[src/rtl/parking_pkg.sv]
// Shared request encodings, floor limits and plate validation for the parking request queue.
package parking_pkg;

    localparam int PLATE_W    = 16;
    localparam int NUM_FLOORS = 7;
    localparam int FLOOR_W    = 3;

    typedef enum logic [1:0] {
        REQ_IN   = 2'b01,
        REQ_OUT  = 2'b10,
        REQ_LEAK = 2'b11
    } req_kind_t;

    // A plate is four BCD digits; any nibble above 9 makes it unusable.
    function automatic logic is_bcd_plate(input logic [PLATE_W-1:0] plate);
        logic ok;
        ok = 1'b1;
        for (int i = 0; i < PLATE_W / 4; i++) begin
            if (plate[4*i +: 4] > 4'd9) begin
                ok = 1'b0;
            end
        end
        return ok;
    endfunction

endpackage

[src/rtl/parking_req_fifo.sv]
// Synchronous FIFO of {kind, plate} jobs with occupancy count.
// With PARKING_QUEUE_DEDUP_EN defined it also reports whether cmp_data matches a live entry.
module parking_req_fifo #(
    parameter int DEPTH = 8,
    parameter int WIDTH = 18
) (
    input  logic             clock,
    input  logic             rst_n,
    input  logic             push,
    input  logic [WIDTH-1:0] push_data,
    input  logic             pop,
    output logic [WIDTH-1:0] head_data,
    output logic [4:0]       count,
    output logic             full,
    output logic             empty
`ifdef PARKING_QUEUE_DEDUP_EN
    ,
    input  logic [WIDTH-1:0] cmp_data,
    output logic             cmp_hit
`endif
);

    localparam int AW = (DEPTH > 1) ? $clog2(DEPTH) : 1;

    logic [WIDTH-1:0] mem [DEPTH];
    logic [AW-1:0]    wr_ptr_reg;
    logic [AW-1:0]    rd_ptr_reg;
    logic [4:0]       count_reg;
    logic             do_push;
    logic             do_pop;

    assign full      = (count_reg == 5'(DEPTH));
    assign empty     = (count_reg == 5'd0);
    assign count     = count_reg;
    assign head_data = mem[rd_ptr_reg];
    assign do_pop    = pop && !empty;
    assign do_push   = push && (!full || do_pop);

    always_ff @(posedge clock) begin
        if (do_push) begin
            mem[wr_ptr_reg] <= push_data;
        end
    end

    // Power-of-two depth lets the pointers wrap on their own.
    always_ff @(posedge clock or negedge rst_n) begin
        if (!rst_n) begin
            wr_ptr_reg <= '0;
            rd_ptr_reg <= '0;
            count_reg  <= '0;
        end else begin
            if (do_push) begin
                wr_ptr_reg <= wr_ptr_reg + 1'b1;
            end
            if (do_pop) begin
                rd_ptr_reg <= rd_ptr_reg + 1'b1;
            end
            case ({do_push, do_pop})
                2'b10:   count_reg <= count_reg + 5'd1;
                2'b01:   count_reg <= count_reg - 5'd1;
                default: count_reg <= count_reg;
            endcase
        end
    end

`ifdef PARKING_QUEUE_DEDUP_EN
    // An entry is live if it sits within count of the head and is not leaving this cycle.
    logic [DEPTH-1:0] hit_vec;
    for (genvar gi = 0; gi < DEPTH; gi++) begin : g_cmp
        logic [AW-1:0] offset;
        logic          live;
        assign offset      = AW'(gi) - rd_ptr_reg;
        assign live        = (5'(offset) < count_reg) && !(do_pop && (offset == '0));
        assign hit_vec[gi] = live && (mem[gi] == cmp_data);
    end
    assign cmp_hit = |hit_vec;
`endif

endmodule

[src/rtl/parking_request_queue.sv]
// Validates in/out/leak requests, buffers in/out jobs and presents one job at a time (leak first).
// Define PARKING_QUEUE_DEDUP_EN to drop requests whose plate and kind already wait in the FIFO.
module parking_request_queue #(
    parameter int DEPTH   = 8,
    parameter int PLATE_W = 16
) (
    input  logic               clock,
    input  logic               reset,
    input  logic [PLATE_W-1:0] license_plate,
    input  logic               in_mode,
    input  logic               out_mode,
    input  logic               leakage,
    input  logic [2:0]         leakage_floor,
    input  logic               pop,
    output logic               todo_exists,
    output logic               todo_in,
    output logic               todo_out,
    output logic               todo_leak_move,
    output logic [PLATE_W-1:0] todo_license_plate,
    output logic [2:0]         todo_leak_floor,
    output logic [4:0]         count,
    output logic               req_error,
    output logic [7:0]         drop_cnt
);
    import parking_pkg::*;

    logic [1:0]         rst_sync_reg;
    logic               rst_n_int;
    logic               leak_prev_reg;
    logic [FLOOR_W-1:0] floor_prev_reg;
    logic               leak_valid_reg;
    logic [FLOOR_W-1:0] leak_floor_reg;
    logic               req_error_reg;
    logic [7:0]         drop_cnt_reg;

    logic               leak_event;
    logic               req_any;
    logic               req_legal;
    req_kind_t          req_kind;
    logic               pop_eff;
    logic               pop_leak;
    logic               pop_fifo;
    logic               fifo_push;
    logic               drop;
    logic               fifo_full;
    logic               fifo_empty;
    logic [PLATE_W+1:0] fifo_head;
    logic [1:0]         head_kind;

    // Reset asserts immediately but releases only after two clean clock edges.
    always_ff @(posedge clock or negedge reset) begin
        if (!reset) begin
            rst_sync_reg <= 2'b00;
        end else begin
            rst_sync_reg <= {rst_sync_reg[0], 1'b1};
        end
    end
    assign rst_n_int = rst_sync_reg[1];

    assign leak_event = leakage && (!leak_prev_reg || (leakage_floor != floor_prev_reg))
                        && (leakage_floor != '0) && (int'(leakage_floor) <= NUM_FLOORS);

    assign req_any   = in_mode || out_mode;
    assign req_kind  = in_mode ? REQ_IN : REQ_OUT;
    assign req_legal = (in_mode ^ out_mode) && is_bcd_plate(license_plate)
                       && (license_plate != '0);

    assign pop_eff  = pop && todo_exists;
    assign pop_leak = pop_eff && leak_valid_reg;
    assign pop_fifo = pop_eff && !leak_valid_reg;

`ifdef PARKING_QUEUE_DEDUP_EN
    logic dup_hit;
`else
    localparam logic dup_hit = 1'b0;
`endif

    assign fifo_push = req_any && req_legal && (!fifo_full || pop_fifo) && !dup_hit;
    assign drop      = req_any && !fifo_push;

    parking_req_fifo #(
        .DEPTH (DEPTH),
        .WIDTH (PLATE_W + 2)
    ) u_fifo (
        .clock     (clock),
        .rst_n     (rst_n_int),
        .push      (fifo_push),
        .push_data ({req_kind, license_plate}),
        .pop       (pop_fifo),
        .head_data (fifo_head),
        .count     (count),
        .full      (fifo_full),
        .empty     (fifo_empty)
`ifdef PARKING_QUEUE_DEDUP_EN
        ,
        .cmp_data  ({req_kind, license_plate}),
        .cmp_hit   (dup_hit)
`endif
    );

    // A new leak event wins over a same-cycle pop of the old one.
    always_ff @(posedge clock or negedge rst_n_int) begin
        if (!rst_n_int) begin
            leak_prev_reg  <= 1'b0;
            floor_prev_reg <= '0;
            leak_valid_reg <= 1'b0;
            leak_floor_reg <= '0;
            req_error_reg  <= 1'b0;
            drop_cnt_reg   <= '0;
        end else begin
            leak_prev_reg  <= leakage;
            floor_prev_reg <= leakage_floor;
            if (leak_event) begin
                leak_valid_reg <= 1'b1;
                leak_floor_reg <= leakage_floor;
            end else if (pop_leak) begin
                leak_valid_reg <= 1'b0;
            end
            req_error_reg <= drop;
            if (drop && (drop_cnt_reg != 8'hFF)) begin
                drop_cnt_reg <= drop_cnt_reg + 8'd1;
            end
        end
    end

    assign req_error = req_error_reg;
    assign drop_cnt  = drop_cnt_reg;
    assign head_kind = fifo_head[PLATE_W +: 2];

    always_comb begin
        todo_exists        = 1'b0;
        todo_in            = 1'b0;
        todo_out           = 1'b0;
        todo_leak_move     = 1'b0;
        todo_license_plate = '0;
        todo_leak_floor    = '0;
        if (leak_valid_reg) begin
            todo_exists     = 1'b1;
            todo_leak_move  = 1'b1;
            todo_leak_floor = leak_floor_reg;
        end else if (!fifo_empty) begin
            todo_exists        = 1'b1;
            todo_in            = (head_kind == REQ_IN);
            todo_out           = (head_kind == REQ_OUT);
            todo_license_plate = fifo_head[PLATE_W-1:0];
        end
    end

endmodule

[config.mk]
export PLATFORM = sky130hd
export DESIGN_NAME = parking_request_queue
export DESIGN_NICKNAME = d
export VERILOG_FILES = /design/src/rtl/parking_pkg.sv /design/src/rtl/parking_req_fifo.sv /design/src/rtl/parking_request_queue.sv
export SDC_FILE = /design/constraint.sdc
export NUM_CORES = 1
export LEC_CHECK = 0
export CAP_MARGIN = 20
export CORE_ASPECT_RATIO = 0.7
export CORE_UTILIZATION = 31
export CTS_CLUSTER_SIZE = 25
export DETAILED_ROUTE_END_ITERATION = 10
export PLACE_DENSITY_LB_ADDON = 0.1
export SYNTH_ARGS = -nofsm -noshare
export SYNTH_HDL_FRONTEND = slang
export SYNTH_SLANG_ARGS = --single-unit
export TNS_END_PERCENT = 20
[constraint.sdc]
create_clock -name clock -period 2.8 [get_ports clock]
set_clock_uncertainty 0.15 [all_clocks]
set_input_delay 0.84 -clock clock [delete_from_list [all_inputs] [get_ports clock]]
set_output_delay 0.84 -clock clock [all_outputs]
set_load 0.01 [all_outputs]
Fig. 1: run 1, routing congestion map
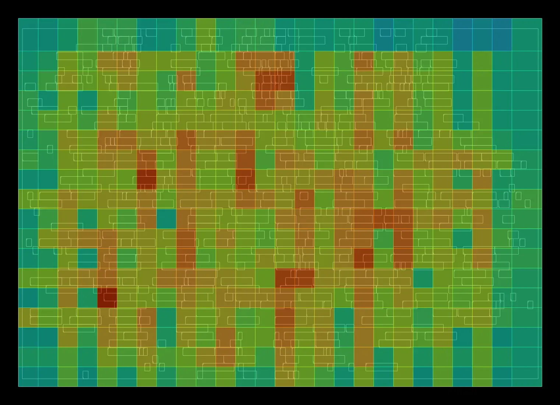
GR Util met1: 0.222
busiest grt layer: met2
Final Util: 0.444

Fig. 2: run 1, clock network drawn from the DEF
Drawn at 2 px/um.
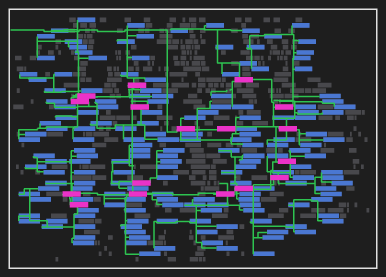
legend:
  magenta:
    item: clock drivers
    count: 17
  blue:
    item: flip-flops
    count: 174
  green:
    item: clock wires
    length: 2090 um
flops lie: spread over the die
Clock group: 2.26 mW
clock network fraction of design power: 0.260
clk_lat worst skew: 0.42 ns

Fig. 3: run 1, logic cells by family
Drawn at 2 px/um.
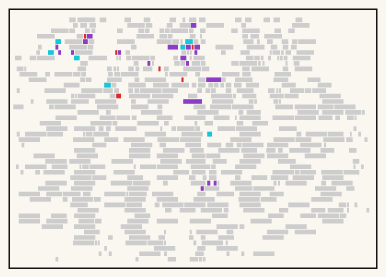
legend:
  cyan:
    family: non-inverting ao/oa cells
    cells: 7
  purple:
    family: aoi and oai cells
    cells: 19
  red:
    family: inv cells
    cells: 6

Fig. 4: run 1, routed metal per tile
Drawn at 2 px/um. 37 x 26 tiles, from white (low) to dark blue (high), scaled to the fullest tile. Values are wire area over tile area, all layers added.
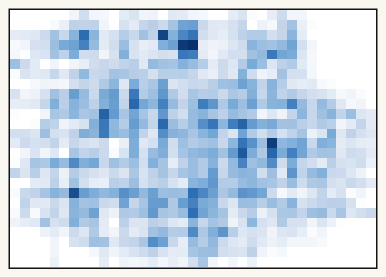
densest ninth of the die: center
nearly empty tiles: 16%
tiles over half the peak: 9.4%
fullest tile: 0.45
mean over tiles: 0.11

==> Slide: Implementation Results, run 1 <==
Physical Implementation Snapshot

Status
  • Status: finished with violations
  • Violated checks: negative setup slack

Power
  • Combinational share of power: 0.363
  • Register share of total power: 0.377
  • PnR Total Power: 8.66 mW
  • Internal Power: 6.15 mW
  • PwrDens: about 880 nW/um2
  • Peak VDD IR: 0.000443 V
  • Static Leak: 3.55 nW
  • Top power group: sequential cells
  • Sequential power: 3.26 mW

Global routing
  • Met3 usage: 0.0334
  • Largest net degree at the start of global routing: 29
  • Antenna violations before repair: 0
  • First-pass GRT wire length: 25800 um
  • GRT overflow: 0
  • GRT Overall Usage: 0.154
  • Vias in the first global route: 4172
  • GR met2 Demand/Resource: 0.235

Logic synthesis
  • Ys flop type: edfxtp_1
  • Cell type with the largest total area: edfxtp_1
  • Yosys synthesis chip area: 7110 um2
  • Top cells by count: 144 x edfxtp_1, 36 x mux4_2, 30 x dfrtp_1, 23 x nor2_1, 17 x mux2i_1
  • Ys async rst share: 0.172
  • Most frequent cell after synthesis: edfxtp_1
  • Ys Warns: 0
  • Post-synth EDFFs: 144
  • Mapped Avg Cell Area: 18.8 um2
  • Nets at Floorplan: 411
  • Yosys cell types: roughly 50
  • Area contributors post-synth: edfxtp_1 61%, mux4_2 11%, dfrtp_1 11%
  • Yosys cell count: 378
  • Post-Syn Area: 7110 um2
  • Register share after synthesis: 0.714
  • Flops after synth: 174
  • Area share, top type: 0.608

STA
  • Setup slack after layout: -0.409 ns
  • Setup violations, final: 18
  • Hold WS: 0.0960 ns
  • Final tally of hold violations: 0
  • Max Transition Viols Final: 0
  • Relative slew slack: 0.642
  • Max Freq: 312 MHz
  • RSZ-0062 raised after global routing: yes
  • TNS Setup: -6.14 ns

Floorplanning
  • Boundary Pins: ~62
  • Row count: approximately 45
  • Chip Area: 23600 um2
  • Core area: around 22000 um2
  • Die W: approximately 180 um
  • Die height: 129 um

Clocking
  • Clk root buf: clkbuf_16
  • Clk buf depth: 2
  • Post-CTS Setup Bufs: 17
  • CTS tree: yes
  • CTS Hold Bufs: 0
  • Clock-pin slew reported for the worst setup and hold paths after clock tree synthesis: roughly 0.07 ns
  • CTS Sinks: 174

Routing
  • Vias per std cell: ~4.7
  • Pre-Repair DR Iteration Count: 4
  • DRT antenna net count: 0
  • Total Wirelength: 17100 um
  • Wire length per cell: 19.8 um
  • Iter 0 DRT Violations: 208
  • Drt drc: 0
  • Via count: 4020

Worst setup path
  • CP Launch Type: register
  • Max stage delay on crit path: 0.52 ns
  • CP bufs+invs: 3
  • Critical-path top delay cell: mux4_2
  • CP Capture Type: output pin
  • R2r worst-path depth: 14
  • Setup crit end: todo_in
  • WS Path Type: reg -> out
  • Worst reg2reg endpoint: u_fifo.count[4]
  • R2R setup slack: 0.09 ns
  • Crit path max-delay family: multiplexers
  • Critical Path Start: u_fifo.rd_ptr_reg[0]
  • Crit-path cells: buf_12 > buf_4 > mux4_2 > mux2i_4 > o211a_1 > buf_2
  • WP depth: 6

Placed design
  • Placed cell areas: 8880 um2
  • Final Wtd Congestion: just over 0.7
  • Detailed placer's ending HPWL: 10600 um
  • Port Buf Inserts: between 60 and 70
  • Setup WS pre-CTS: -1.04 ns

Final layout
  • Max reg flops: 144
  • Final instance area: 9810 um2
  • Sequential Area: 5080 um2
  • MI comb area: 2170 um2
  • Share of layout cells above drive strength 1: 0.429
  • Layout area overhead: 37.9%
  • Ant diodes: 0
  • Filler instances: 1986

Flow run
  • OpenROAD warnings: 30
  • Max cap viols: 0

Worst hold path
  • Hold Crit Class: reg -> async
-- run 1: kinds of logic (layout without fill, tap and decap cells) --
kind of cell / Yosys count / after routing / synth area share
compound gates: 26 / 26 / 0.0290
xor+xnor: 20 / 20 / 0.0246
fa+ha+maj: 8 / 8 / 0.0141
buf+inv: 22 / 199 / 0.0146
flops: 174 / 174 / 0.714
mux: 57 / 57 / 0.145
other cells: 1 / 1 / 0.000527
simple gates: 70 / 70 / 0.0584
-- run 1: per-layer routing --
| metal | vias to the layer above | share of wire |
|---|---|---|
| met5 | - | 0 |
| met4 | 0 | 0.0093 |
| met3 | 10 | 0.036 |
| met2 | 65 | 0.46 |
| met1 | 2113 | 0.49 |
| li1 | 1832 | - |
-- run 1: cell type report --
class	instances	share of cell area
clock inverter	12	0.0124
tap	305	0.0389
timing repair buffer	161	0.162
multi-input combinational	182	0.221
sequential	174	0.518
clock buffer	20	0.0445
inverter	6	0.00268
-- run 1: cell usage in the layout, fill, tap and decap left out, drive strengths merged, types with 2 or more instances in the layout --
cell           instances
edfxtp               144
buf                  120
mux4                  36
clkbuf                31
dfrtp                 30
nor2                  23
clkdlybuf4s50         23
mux2i                 17
xnor2                 14
o21ai                 11
nand2                  8
ha                     8
nand3                  7
nor4                   7
clkinv                 7
xor2                   6
dlymetal6s2s           5
inv                    5
clkinvlp               4
nand4                  4
and2                   4
mux2                   4
nor2b                  3
a22o                   3
nor3                   3
nor4b                  2
nor3b                  2
a21oi                  2
bufinv                 2
dlygate4sd2            2
nand2b                 2
and4                   2
-- run 1: through the flow --
step                 util  instances
global placement    0.402        805
floorplan               -        378
finish              0.444        860
detailed placement  0.402        805
CTS                 0.442        857
global route        0.444        860
==> run 2, diff against run 1 <==
--- a/config.mk
+++ b/config.mk
@@ -13,5 +13,6 @@
 export PLACE_DENSITY_LB_ADDON = 0.1
 export SYNTH_ARGS = -nofsm -noshare
 export SYNTH_HDL_FRONTEND = slang
+export SYNTH_HIERARCHICAL = 1
 export SYNTH_SLANG_ARGS = --single-unit
 export TNS_END_PERCENT = 20
==> Slide: Implementation Results, run 2 <==
Physical Implementation Snapshot

Clocking
  • CTS buffer count: 17
  • Clk buf depth: 2
  • Post-CTS Resized: ~97
  • CTS Hold Bufs: 0
  • Post-CTS Setup Bufs: 10
  • CTS Sinks: around 170
  • CTS tree: yes
  • Clock-pin slew reported for the worst setup and hold paths after clock tree synthesis: ~0.07 ns
  • Clk root buf: clkbuf_16

Flow run
  • Max cap viols: 0
  • OpenROAD warnings: 29

Worst setup path
  • WS Path Type: in -> reg
  • Critical-path top delay cell: fa_2
  • Critical Path Start: pop
  • Crit-path cells: dlygate4sd2_1 > or3b_4 > a2111oi_4 > and3_4 > nor2b_4 > o21ai_4 > fa_2 > and2_4 > o21a_1 > o2111a_1 > a311oi_1
  • Beginning of the worst register-to-register path: u_fifo/count[4]
  • CP Capture Type: register
  • Crit path max-delay family: AND-OR/OR-AND gates
  • CP Launch Type: input pin
  • Max stage delay on crit path: 0.46 ns
  • CP bufs+invs: 1

Placed design
  • Port Buf Inserts: roughly 60
  • Final Wtd Congestion: 0.743
  • Detailed placer's ending HPWL: 11200 um

Logic synthesis
  • Post-synth EDFFs: about 140
  • Yosys cell types: 56
  • Ys Warns: 6
  • Most frequent cell after synthesis: edfxtp_1
  • Area fraction in compound gates: 0.0461
  • Area share, top type: 0.590
  • Top cells by count: 144 x edfxtp_1, 36 x mux4_2, 30 x dfrtp_1, 21 x mux2_2, 18 x and2_1
  • Register share after synthesis: 0.692
  • XORs/XNORs by Area: 0.0143
  • Mux share: 0.149
  • Mapped Avg Cell Area: between 15 and 20 um2
  • Area contributors post-synth: edfxtp_1 59%, mux4_2 11%, dfrtp_1 10%
  • Synth logic family: multiplexers
  • AND/OR/NAND/NOR Cells, Area Fraction: 0.0667
  • Yosys cell count: 414
  • Ys async rst share: 0.172
  • Flops after synth: 174
  • Yosys synthesis chip area: 7330 um2
  • Ys flop type: edfxtp_1
  • Nets at Floorplan: around 450
  • Post-Syn Area: 7330 um2
  • Adders+Majority by Area: 0.0147
  • Cell type with the largest total area: edfxtp_1

Global routing
  • Antenna violations before repair: 0
  • GRT overflow: 0
  • First-pass GRT wire length: 27100 um
  • Largest net degree at the start of global routing: 29
  • Vias in the first global route: around 4500

Floorplanning
  • Row count: 46
  • Chip Area: between 20000 and 25000 um2
  • Die height: 131 um
  • Core area: about 23000 um2
  • Boundary Pins: 62
  • Die W: between 150 and 200 um

Routing
  • Iter 0 DRT Violations: 361
  • Total Wirelength: around 18000 um
  • Drt drc: 0
  • Via count: 4373
  • DRT antenna net count: 0
  • Vias per std cell: a little under 5
  • Pre-Repair DR Iteration Count: 6

STA
  • Max Transition Viols Final: 0
  • Setup violations, final: 166
  • RSZ-0062 raised after global routing: yes
  • Hold WS: 0.103 ns
  • Final tally of hold violations: 0
  • Max Freq: just over 300 MHz
  • Setup slack after layout: -0.466 ns

Final layout
  • Top cells excl fill/tap: 144 x edfxtp_1, 71 x buf_4, 36 x mux4_2, 27 x dfrtp_1, 24 x clkdlybuf4s50_1
  • Layout area overhead: 40.5%
  • Share of layout cells above drive strength 1: 0.454
  • Ant diodes: 0
  • Max reg flops: 144
  • Most numerous logic cell after layout: edfxtp_1

Power
  • Peak VDD IR: 0.000457 V
  • PwrDens: 902 nW/um2
  • PnR Total Power: 9.29 mW
  • Static Leak: 3.76 nW

Worst hold path
  • Hold Crit Class: reg -> async

Status
  • Status: finished with violations
  • Violated checks: negative setup slack
-- run 2: area by class of cell --
cell class | count | area [um2]
sequential | 174 | 5080
fill | 2060 | 12600
multi-input combinational | 210 | 2480
clock inverter | 10 | 85.1
tap | 312 | 390
clock buffer | 22 | 528
timing repair buffer | 166 | 1680
inverter | 15 | 56.3
-- run 2: cells by family (layout without fill, tap and decap cells) --
logic type | Yosys count | count (layout)
compound gates | 42 | 42
xor+xnor | 12 | 12
fa+ha+maj | 8 | 8
buf+inv | 30 | 213
flops | 174 | 174
mux | 61 | 61
other cells | 1 | 1
simple gates | 86 | 86
-- run 2: power by group --
part	internal (mW)	switching (mW)	total, mW
logic	2.15	1.50	3.66
clock network	1.37	1.04	2.41
registers	2.99	0.231	3.22
total	6.51	2.78	9.29
-- run 2: worst paths after layout --
check / to / slack (ns) / cells after the start
worst max-delay path: u_fifo/count[1] / -0.47 / 11
worst min-delay path: leak_prev_reg / 0.10 / 1
worst max register to register: u_fifo/count[1] / -0.46 / 13
worst min register to register: leak_prev_reg / 0.10 / 1
max in group asynchronous: rst_sync_reg[0] / 1.96 / 1
min in group clock: rst_sync_reg[1] / 0.21 / 0
-- run 2: routing by layer --
layer,global-route usage,vias to the layer above,wire length (um)
li1,-,1993,-
met5,0,-,0
met2,0.243,63,8620
met4,0.0448,0,180
met3,0.0322,13,529
met1,0.225,2304,8900
-- run 2: through the flow --
step / setup TNS, ns / std cells / cell area (um2) / setup slack, ns
3_3_place_gp: -144.17 / 845 / 9060 / -1.20
6_report: -26.27 / 909 / 10300 / -0.466
3_5_place_dp: -149.46 / 845 / 9060 / -1.34
2_1_floorplan: -64.20 / 414 / 7450 / -0.562
5_1_grt: -43.23 / 909 / 10300 / -0.548
4_1_cts: -50.59 / 887 / 9910 / -0.563
Fig. 5: run 2, routing congestion map
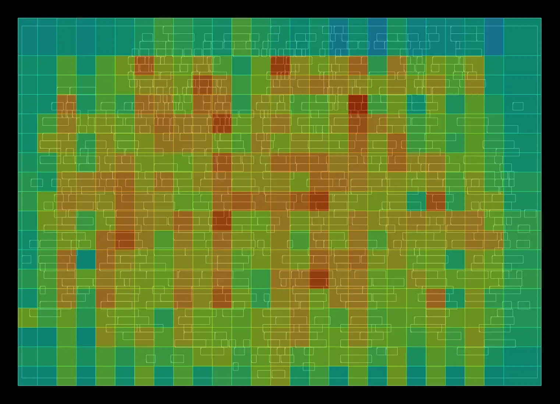
wire length per cell: 20.1 um
GR met2 Demand/Resource: 0.243
GRT Overall Usage: 0.157
met3 usage: 0.0322
Final Util: 0.450

Fig. 6: run 2, wires at chosen ports, followed through buffers
Drawn at 2 px/um.
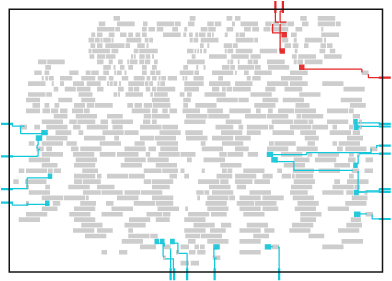
legend:
  cyan:
    port: todo_license_plate
    bits: 16
    direction: output
    end_cells: 16
    wire: 353 um
  red:
    port: todo_leak_floor
    bits: 3
    direction: output
    end_cells: 3
    wire: 82.8 um

Fig. 7: run 2, clock network drawn from the DEF
Drawn at 2 px/um.
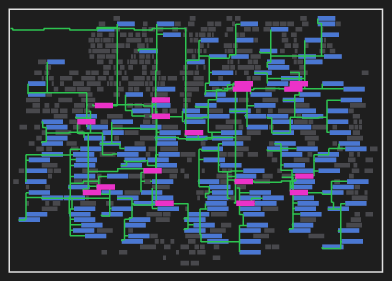
legend:
  blue:
    item: flip-flops
    count: 174
  green:
    item: clock wires
    length: 2170 um
  magenta:
    item: clock drivers
    count: 17
flops lie: spread over the die
routed clock nets: 18
clk_lat worst skew: 0.43 ns
Clock group: 2.41 mW

Power figures rest on the tool's default switching activity, not on a simulated workload.
